<file path="src/rtl/wvb_rd_ctrl.sv">
// Waveform buffer read controller: pops one header per event and streams the event's BRAM
// samples over valid/ready. Define WVB_RD_HDR_WORDS_EN to prepend 4 header words per event.
module wvb_rd_ctrl #(
  parameter int unsigned P_DATA_WIDTH = 22,
  parameter int unsigned P_ADR_WIDTH  = 12,
  parameter int unsigned P_HDR_WIDTH  = 80,
  parameter int unsigned P_LTC_WIDTH  = 48
) (
  input  logic                    clk,
  input  logic                    rst,
  input  logic                    rd_en,
  input  logic                    hdr_empty,
  input  logic [P_HDR_WIDTH-1:0]  hdr_data,
  output logic                    hdr_rdreq,
  output logic [P_ADR_WIDTH-1:0]  wvb_rd_addr,
  input  logic [P_DATA_WIDTH-1:0] wvb_data,
  output logic [P_DATA_WIDTH-1:0] dout_data,
  output logic                    dout_valid,
  input  logic                    dout_ready,
  output logic                    dout_last,
  output logic [P_LTC_WIDTH-1:0]  evt_ltc,
  output logic [P_ADR_WIDTH-1:0]  evt_start,
  output logic [P_ADR_WIDTH-1:0]  evt_stop,
  output logic [1:0]              evt_trig_src,
  output logic                    evt_cnst_run,
  output logic [4:0]              evt_pre_conf,
  output logic [P_ADR_WIDTH:0]    evt_len,
  output logic                    evt_done,
  output logic [P_ADR_WIDTH-1:0]  wvb_rd_ptr
);

  localparam int unsigned L_LEN_W     = P_ADR_WIDTH + 1;
  localparam int unsigned L_STOP_LSB  = 8;
  localparam int unsigned L_START_LSB = 8 + P_ADR_WIDTH;

  typedef enum logic [1:0] {
    S_IDLE,
`ifdef WVB_RD_HDR_WORDS_EN
    S_HDR,
`endif
    S_RD,
    S_DONE
  } state_t;

  state_t                  r_state, w_state_nxt;
  logic                    r_hdr_rdreq, w_hdr_rdreq_nxt;
  logic [P_ADR_WIDTH-1:0]  r_addr, w_addr_nxt;
  logic [L_LEN_W-1:0]      r_rd_left, w_rd_left_nxt;
  logic                    r_inflight, w_inflight_nxt;
  logic                    r_inflight_last, w_inflight_last_nxt;
  logic [P_DATA_WIDTH-1:0] r_sd0, r_sd1, w_sd0_nxt, w_sd1_nxt;
  logic                    r_sl0, r_sl1, w_sl0_nxt, w_sl1_nxt;
  logic [1:0]              r_cnt, w_cnt_nxt;
  logic                    r_vld, w_vld_nxt;
  logic [P_LTC_WIDTH-1:0]  r_ltc, w_ltc_nxt;
  logic [P_ADR_WIDTH-1:0]  r_start, w_start_nxt;
  logic [P_ADR_WIDTH-1:0]  r_stop, w_stop_nxt;
  logic [1:0]              r_trig, w_trig_nxt;
  logic                    r_cnst, w_cnst_nxt;
  logic [4:0]              r_pre, w_pre_nxt;
  logic [L_LEN_W-1:0]      r_len, w_len_nxt;
  logic                    r_done, w_done_nxt;
  logic [P_ADR_WIDTH-1:0]  r_rd_ptr, w_rd_ptr_nxt;

  logic                    w_pop, w_push, w_push_last, w_issue;
  logic [1:0]              w_cnt_pop;
  logic [P_DATA_WIDTH-1:0] w_push_data;
  logic [P_ADR_WIDTH-1:0]  w_hdr_start, w_hdr_stop;
  logic [L_LEN_W-1:0]      w_hdr_len;

  assign w_hdr_start = hdr_data[L_START_LSB +: P_ADR_WIDTH];
  assign w_hdr_stop  = hdr_data[L_STOP_LSB +: P_ADR_WIDTH];
  // Modular difference gives the full-buffer length when stop == start-1
  assign w_hdr_len   = {1'b0, w_hdr_stop - w_hdr_start} + L_LEN_W'(1);

`ifdef WVB_RD_HDR_WORDS_EN
  logic [1:0]              r_hw_idx, w_hw_idx_nxt;
  logic [P_HDR_WIDTH-1:0]  w_hdr_cat;
  logic [P_DATA_WIDTH-1:0] w_hdr_word;

  assign w_hdr_cat = {r_ltc, r_start, r_stop, r_trig, r_cnst, r_pre};

  always_comb begin
    w_hdr_word = '0;
    case (r_hw_idx)
      2'd0:    w_hdr_word = P_DATA_WIDTH'(w_hdr_cat[79:58]);
      2'd1:    w_hdr_word = P_DATA_WIDTH'(w_hdr_cat[57:36]);
      2'd2:    w_hdr_word = P_DATA_WIDTH'(w_hdr_cat[35:14]);
      default: w_hdr_word = P_DATA_WIDTH'(w_hdr_cat[13:0]);
    endcase
  end
`endif

  // Next-state, read issue and skid buffer bookkeeping
  always_comb begin
    w_state_nxt         = r_state;
    w_hdr_rdreq_nxt     = 1'b0;
    w_addr_nxt          = r_addr;
    w_rd_left_nxt       = r_rd_left;
    w_sd0_nxt           = r_sd0;
    w_sd1_nxt           = r_sd1;
    w_sl0_nxt           = r_sl0;
    w_sl1_nxt           = r_sl1;
    w_ltc_nxt           = r_ltc;
    w_start_nxt         = r_start;
    w_stop_nxt          = r_stop;
    w_trig_nxt          = r_trig;
    w_cnst_nxt          = r_cnst;
    w_pre_nxt           = r_pre;
    w_len_nxt           = r_len;
    w_done_nxt          = 1'b0;
    w_rd_ptr_nxt        = r_rd_ptr;
`ifdef WVB_RD_HDR_WORDS_EN
    w_hw_idx_nxt        = r_hw_idx;
`endif
    w_pop               = r_vld & dout_ready;
    w_cnt_pop           = r_cnt - 2'(w_pop);
    w_push              = r_inflight;
    w_push_data         = wvb_data;
    w_push_last         = r_inflight_last;
    w_issue             = 1'b0;

    case (r_state)
      S_IDLE: begin
        if (rd_en && !hdr_empty) begin
          w_hdr_rdreq_nxt = 1'b1;
          w_ltc_nxt       = hdr_data[P_HDR_WIDTH-1 -: P_LTC_WIDTH];
          w_start_nxt     = w_hdr_start;
          w_stop_nxt      = w_hdr_stop;
          w_trig_nxt      = hdr_data[7:6];
          w_cnst_nxt      = hdr_data[5];
          w_pre_nxt       = hdr_data[4:0];
          w_len_nxt       = w_hdr_len;
          w_addr_nxt      = w_hdr_start;
          w_rd_left_nxt   = w_hdr_len;
`ifdef WVB_RD_HDR_WORDS_EN
          w_hw_idx_nxt    = 2'd0;
          w_state_nxt     = S_HDR;
`else
          w_state_nxt     = S_RD;
`endif
        end
      end
`ifdef WVB_RD_HDR_WORDS_EN
      S_HDR: begin
        if (w_cnt_pop != 2'd2) begin
          w_push       = 1'b1;
          w_push_data  = w_hdr_word;
          w_push_last  = 1'b0;
          w_hw_idx_nxt = r_hw_idx + 2'd1;
          if (r_hw_idx == 2'd3) w_state_nxt = S_RD;
        end
      end
`endif
      S_RD: begin
        // Credit check counts the slot freed by this cycle's pop
        if ((r_rd_left != '0) && ((2'(r_inflight) + w_cnt_pop) < 2'd2)) begin
          w_issue       = 1'b1;
          w_addr_nxt    = r_addr + P_ADR_WIDTH'(1);
          w_rd_left_nxt = r_rd_left - L_LEN_W'(1);
        end
        if (w_pop && r_sl0) begin
          w_state_nxt  = S_DONE;
          w_done_nxt   = 1'b1;
          w_rd_ptr_nxt = r_stop + P_ADR_WIDTH'(1);
        end
      end
      S_DONE:  w_state_nxt = S_IDLE;
      default: w_state_nxt = S_IDLE;
    endcase

    if (w_pop) begin
      w_sd0_nxt = r_sd1;
      w_sl0_nxt = r_sl1;
    end
    if (w_push) begin
      if (w_cnt_pop == 2'd0) begin
        w_sd0_nxt = w_push_data;
        w_sl0_nxt = w_push_last;
      end else begin
        w_sd1_nxt = w_push_data;
        w_sl1_nxt = w_push_last;
      end
    end
    w_cnt_nxt           = w_cnt_pop + 2'(w_push);
    w_vld_nxt           = (w_cnt_nxt != 2'd0);
    w_inflight_nxt      = w_issue;
    w_inflight_last_nxt = w_issue && (r_rd_left == L_LEN_W'(1));
  end

  always_ff @(posedge clk or posedge rst) begin
    if (rst) begin
      r_state         <= S_IDLE;
      r_hdr_rdreq     <= 1'b0;
      r_addr          <= '0;
      r_rd_left       <= '0;
      r_inflight      <= 1'b0;
      r_inflight_last <= 1'b0;
      r_sd0           <= '0;
      r_sd1           <= '0;
      r_sl0           <= 1'b0;
      r_sl1           <= 1'b0;
      r_cnt           <= 2'd0;
      r_vld           <= 1'b0;
      r_ltc           <= '0;
      r_start         <= '0;
      r_stop          <= '0;
      r_trig          <= 2'd0;
      r_cnst          <= 1'b0;
      r_pre           <= 5'd0;
      r_len           <= '0;
      r_done          <= 1'b0;
      r_rd_ptr        <= '0;
`ifdef WVB_RD_HDR_WORDS_EN
      r_hw_idx        <= 2'd0;
`endif
    end else begin
      r_state         <= w_state_nxt;
      r_hdr_rdreq     <= w_hdr_rdreq_nxt;
      r_addr          <= w_addr_nxt;
      r_rd_left       <= w_rd_left_nxt;
      r_inflight      <= w_inflight_nxt;
      r_inflight_last <= w_inflight_last_nxt;
      r_sd0           <= w_sd0_nxt;
      r_sd1           <= w_sd1_nxt;
      r_sl0           <= w_sl0_nxt;
      r_sl1           <= w_sl1_nxt;
      r_cnt           <= w_cnt_nxt;
      r_vld           <= w_vld_nxt;
      r_ltc           <= w_ltc_nxt;
      r_start         <= w_start_nxt;
      r_stop          <= w_stop_nxt;
      r_trig          <= w_trig_nxt;
      r_cnst          <= w_cnst_nxt;
      r_pre           <= w_pre_nxt;
      r_len           <= w_len_nxt;
      r_done          <= w_done_nxt;
      r_rd_ptr        <= w_rd_ptr_nxt;
`ifdef WVB_RD_HDR_WORDS_EN
      r_hw_idx        <= w_hw_idx_nxt;
`endif
    end
  end

  assign hdr_rdreq    = r_hdr_rdreq;
  assign wvb_rd_addr  = r_addr;
  assign dout_data    = r_sd0;
  assign dout_valid   = r_vld;
  assign dout_last    = r_sl0;
  assign evt_ltc      = r_ltc;
  assign evt_start    = r_start;
  assign evt_stop     = r_stop;
  assign evt_trig_src = r_trig;
  assign evt_cnst_run = r_cnst;
  assign evt_pre_conf = r_pre;
  assign evt_len      = r_len;
  assign evt_done     = r_done;
  assign wvb_rd_ptr   = r_rd_ptr;

endmodule

</file>
<file path="config.mk">
export PLATFORM = sky130hd
export DESIGN_NAME = wvb_rd_ctrl
export DESIGN_NICKNAME = d
export VERILOG_FILES = /design/src/rtl/wvb_rd_ctrl.sv
export SDC_FILE = /design/constraint.sdc
export NUM_CORES = 1
export LEC_CHECK = 0
export CAP_MARGIN = 40
export CELL_PAD_IN_SITES_DETAIL_PLACEMENT = 1
export CELL_PAD_IN_SITES_GLOBAL_PLACEMENT = 1
export CORE_UTILIZATION = 36
export CTS_CLUSTER_DIAMETER = 200
export DETAILED_ROUTE_END_ITERATION = 10
export GPL_TIMING_DRIVEN = 0
export PLACE_DENSITY_LB_ADDON = 0.1
export RECOVER_POWER = 50
export SYNTH_ARGS = -nofsm -noshare
export SYNTH_HDL_FRONTEND = slang
export SYNTH_SLANG_ARGS = --single-unit
</file>
<file path="constraint.sdc">
create_clock -name clk -period 6.9 [get_ports clk]
set_input_delay 1.38 -clock clk [delete_from_list [all_inputs] [get_ports clk]]
set_output_delay 1.38 -clock clk [all_outputs]
set_load 0.05 [all_outputs]
</file>
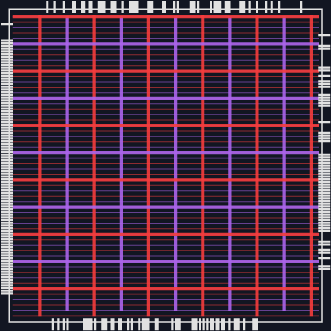
*Power grid, run 1*
Drawn at 2 px/um. Pins as bars on the die edge.
- VDD: purple
- VSS: red
- signal pins: 250
- met5 straps: 11
core area: 0.0229 mm^2
Die W: 156 um

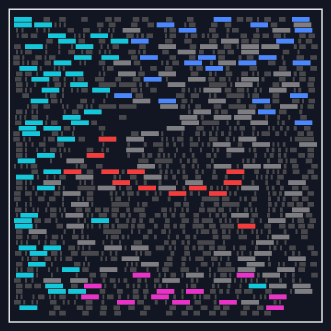
*Sequential cells grouped by signal name, run 1*
Drawn at 2 px/um. Other sequential cells in the stronger grey, the rest of the logic in the fainter grey.
- `wvb_rd_ptr`: magenta (sequential cells 12)
- `evt_ltc`: cyan (sequential cells 48; where a vertical strip on the left)
- `dout_data`: blue (sequential cells 22)
- `evt_len`: red (sequential cells 13)
Final Util: 52.3%

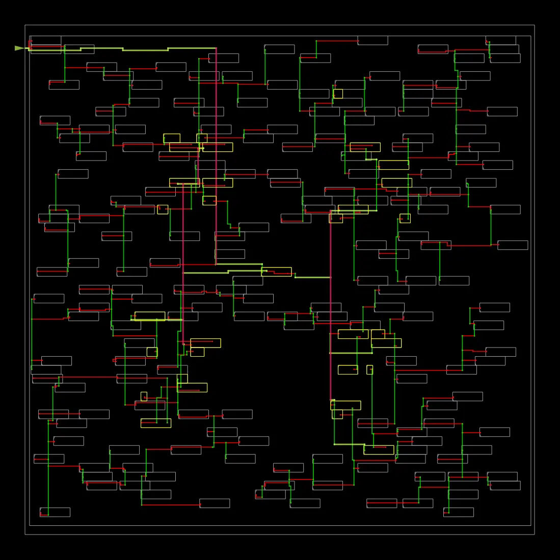
*The clock network, run 1*
clock buffers: 18
clock skew: 0.0109 ns
Num CTS Buffers: 17
clock sinks: 185

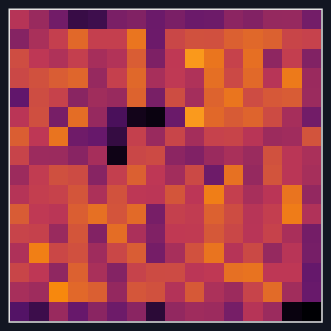
*Placement density heat map, run 1*
Drawn at 2 px/um. 16 x 16 tiles, from black (low) to pale yellow (high), 0 to 100% covered.
- fullest tile: 78%
- mean over tiles: 48%
- nearly empty tiles: 0.40%
- tiles over 75% full: 0.80%

==> results.sh, run 1 <==
# yosys + openroad results
export IMPL_status="complete, but fails checks"
export IMPL_violations="capacitance limit, slew limit"
export IMPL_drc=0
export IMPL_setup_violations_final=0
export IMPL_crit_family="buffers and inverters"
export IMPL_place_area_mm2=0.0114
export IMPL_grt_setup_unrepaired="no"
export IMPL_logic_family="simple AND/OR/NAND/NOR gates"
export IMPL_dp_cells=1471
export IMPL_cts_resized=0
export IMPL_cts_tree="yes"
export IMPL_criticalPathCategory="input port to register"
export IMPL_dp_hpwl_mm=19.8
export IMPL_synthCells=907
export IMPL_inverters=27
export IMPL_finalMaxSlewViolations=127
export IMPL_min_from="evt_ltc[47]$_DFFE_PP0P_"
export IMPL_maxCapViolations=2
export IMPL_async_reset_ff_share_pct=100
export IMPL_drtIter0Drc=284
export IMPL_dieArea_mm2=0.0242
export IMPL_synth_nets=1033
export IMPL_buffer_area_share_pct=22.5
export IMPL_vias_per_cell=4.96
export IMPL_tap_cells=313
export IMPL_first_pass_iters=4
export IMPL_rrSetupSlack_ns=2.95
export IMPL_fmax_mhz=199
export IMPL_rows=55
export IMPL_path_max_fanout=10
export IMPL_grt_overflow_total=0
export IMPL_max_stage_delay_ns=0.67
export IMPL_antenna_found_initial=0
export IMPL_crit_path_cell_trace="dlygate4sd3_1 -> and2_1 -> clkbuf_1 -> clkbuf_1 -> ha_1 -> inv_1 -> ha_1 -> xor2_1 -> inv_1 -> a211o_2 -> nand2_1 -> buf_2 -> nand2_1 -> a32oi_1 -> o21ai_0"
export IMPL_drtAntennaViolNets=0
export IMPL_seq_cells=185
==> run 1: through the flow <==
stage                     setup slack [ns]  util (%)
after floorplan                      0.491         -
after global placement               -2.47      49.7
after detailed placement              1.54      50.0
after CTS                             1.95      52.4
after global routing                  1.34      52.3
final                                 1.87      52.3
==> run 1: metal layers <==
metal,GRT usage [%],vias up,share of wire (%)
met5,0,-,0
met4,6.68,0,1.4
met3,7.69,23,7.7
met2,36.3,199,46
met1,29.8,3703,45
li1,-,3540,-
==> run 2: changes to the inputs <==
Settings changed: CORE_UTILIZATION 36 to 32.
Clock period 6.9 ns to 4 ns, I/O delays scaled along.
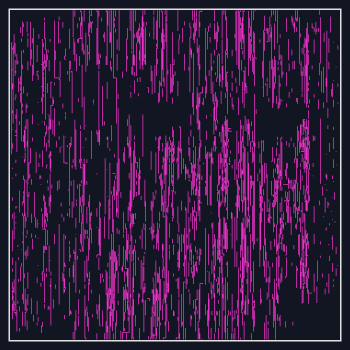
*Metal 2, run 2*
Drawn at 2 px/um.
- wire length on this layer: 12100 um
- share of all routed wire: 45%
- nets with wire on the layer: 1111
- longest straight run: 75.1 um

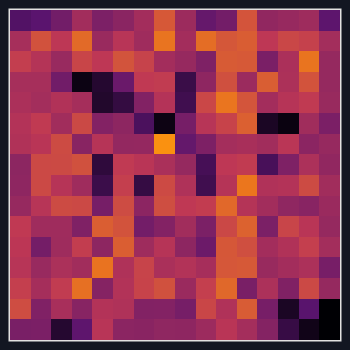
*Placement density heat map, run 2*
Drawn at 2 px/um. 16 x 16 tiles, from black (low) to pale yellow (high), 0 to 100% covered.
- fullest tile: 76%
- mean over tiles: 43%
- nearly empty tiles: 0.80%
- tiles over 75% full: 0.40%

==> results.sh, run 2 <==
# yosys + openroad results
export IMPL_status="complete, but fails checks"
export IMPL_violations="capacitance limit, slew limit"
export IMPL_wl_met2_mm=12.1
export IMPL_grt_setup_unrepaired="no"
export IMPL_place_area_mm2=0.0115
export IMPL_maxUsedRoutingLayer="met4"
export IMPL_wl_met3_mm=1.92
export IMPL_drtIter0Drc=275
export IMPL_max_stage_delay_ns=0.47
export IMPL_fin_ws_ns=0.322
export IMPL_min_from="evt_pre_conf[2]$_DFFE_PP0P_"
export IMPL_rrSetupSlack_ns=0.72
export IMPL_clock_sinks=185
export IMPL_dieArea_mm2=0.0272
export IMPL_async_reset_ff_share_pct=100
export IMPL_gr_usage_met2_pct=31.0
export IMPL_skew_ns=0.0145
export IMPL_busiest_layer="met2"
export IMPL_antenna_found_initial=0
export IMPL_grt_use_met1_pct=27.4
export IMPL_setup_violations_final=0
export IMPL_synthCells=907
export IMPL_met3_usage_pct=6.58
export IMPL_fmax_mhz=272
export IMPL_tap_cells=335
export IMPL_wl_met1_mm=12.2
export IMPL_logic_family="simple AND/OR/NAND/NOR gates"
export IMPL_criticalPathCategory="input port to register"
export IMPL_drc=0
export IMPL_buffer_area_share_pct=22.6
export IMPL_synth_nets=1033
export IMPL_seq_cells=185
export IMPL_chipWidth_um=165
export IMPL_maxCapViolations=1
export IMPL_first_pass_iters=4
export IMPL_grt_overflow_total=0
export IMPL_core_area_mm2=0.0261
export IMPL_rows=59
export IMPL_vias_per_cell=4.84
export IMPL_drtAntennaViolNets=0
export IMPL_numCtsBuffers=17
export IMPL_finalMaxSlewViolations=36
export IMPL_path_max_fanout=10
export IMPL_cts_tree="yes"
export IMPL_dp_cells=1497
-- run 2: cell count changes in the layout (fill, tap and decap cells not counted), sizes merged, moves of 2 or more --
cell / previous run / this run
clkbuf: 59 / 62
clkinv: 6 / 4
clkdlybuf4s50: 201 / 203
dlygate4sd3: 48 / 46
bufinv: 0 / 2
-- run 2: worst min-delay path, cell delays in order, from the launching register on --
cell and delay [ns]:
dfrtp_1 0.34, nand2_1 0.05, nand2_1 0.05
==> run 3: changes to the inputs <==
Settings changed: CORE_UTILIZATION 32 to 43, DONT_BUFFER_PORTS from default to 1.
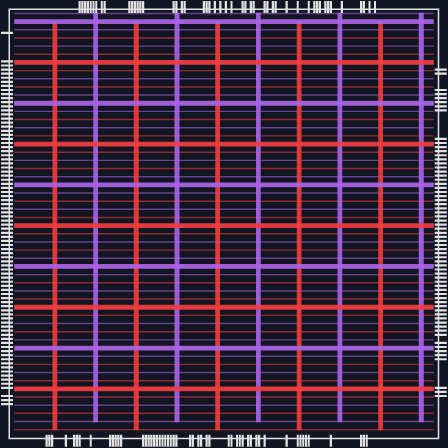
*Power grid, run 3*
Drawn at 3 px/um. Pins as bars on the die edge.
- VSS: red
- VDD: purple
- signal pins: 250
- met5 straps: 10

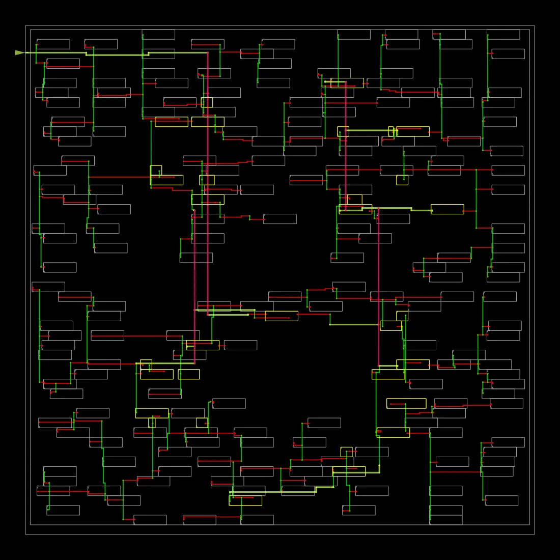
*The clock network, run 3*
flop count: 185

==> results.sh, run 3 <==
# yosys + openroad results
export IMPL_status="complete, but fails checks"
export IMPL_violations="capacitance limit, slew limit"
export IMPL_fin_ws_ns=0.351
export IMPL_grt_use_met1_pct=28.9
export IMPL_wl_met3_mm=2.03
export IMPL_drc=0
export IMPL_maxUsedRoutingLayer="met4"
export IMPL_chipWidth_um=143
export IMPL_busiest_layer="met2"
export IMPL_dp_cells=1177
export IMPL_grt_setup_unrepaired="no"
export IMPL_synth_nets=1033
export IMPL_clock_sinks=185
export IMPL_crit_path_cell_trace="and2_1 -> clkbuf_1 -> clkbuf_4 -> ha_1 -> inv_1 -> ha_1 -> xor2_1 -> inv_1 -> a211o_2 -> nand2_1 -> buf_2 -> nand2_1 -> a32oi_1 -> o21ai_0"
export IMPL_dieArea_mm2=0.0203
export IMPL_grt_overflow_total=0
export IMPL_fmax_mhz=274
export IMPL_gr_usage_met2_pct=40.5
export IMPL_dp_hpwl_mm=18.2
export IMPL_rows=51
export IMPL_crit_family="buffers and inverters"
export IMPL_max_stage_delay_ns=0.54
export IMPL_clkbuf_count=18
export IMPL_tap_cells=265
export IMPL_criticalPathCategory="register to register"
export IMPL_maxCapViolations=2
export IMPL_logic_family="simple AND/OR/NAND/NOR gates"
export IMPL_cts_tree="yes"
export IMPL_setup_violations_final=0
export IMPL_finalMaxSlewViolations=74
export IMPL_wl_met2_mm=11.5
export IMPL_antenna_found_initial=1
export IMPL_path_max_fanout=10
==> run 3: path summary, 6_finish.rpt <==
path	slack, ns	from	cells past startpoint	end
setup / recovery	0.35	dout_valid$_DFF_PP0_	14	r_rd_left[7]$_DFFE_PP0P_
min in group clk	0.46	hdr_data[64]	2	evt_ltc[32]$_DFFE_PP0P_
hold / removal	0.39	rst	1	evt_ltc[1]$_DFFE_PP0P_
max in group asynchronous	0.83	rst	3	evt_ltc[28]$_DFFE_PP0P_
hold reg to reg	0.51	r_rd_left[5]$_DFFE_PP0P_	1	r_rd_left[5]$_DFFE_PP0P_
setup reg to reg	0.35	dout_valid$_DFF_PP0_	14	r_rd_left[7]$_DFFE_PP0P_
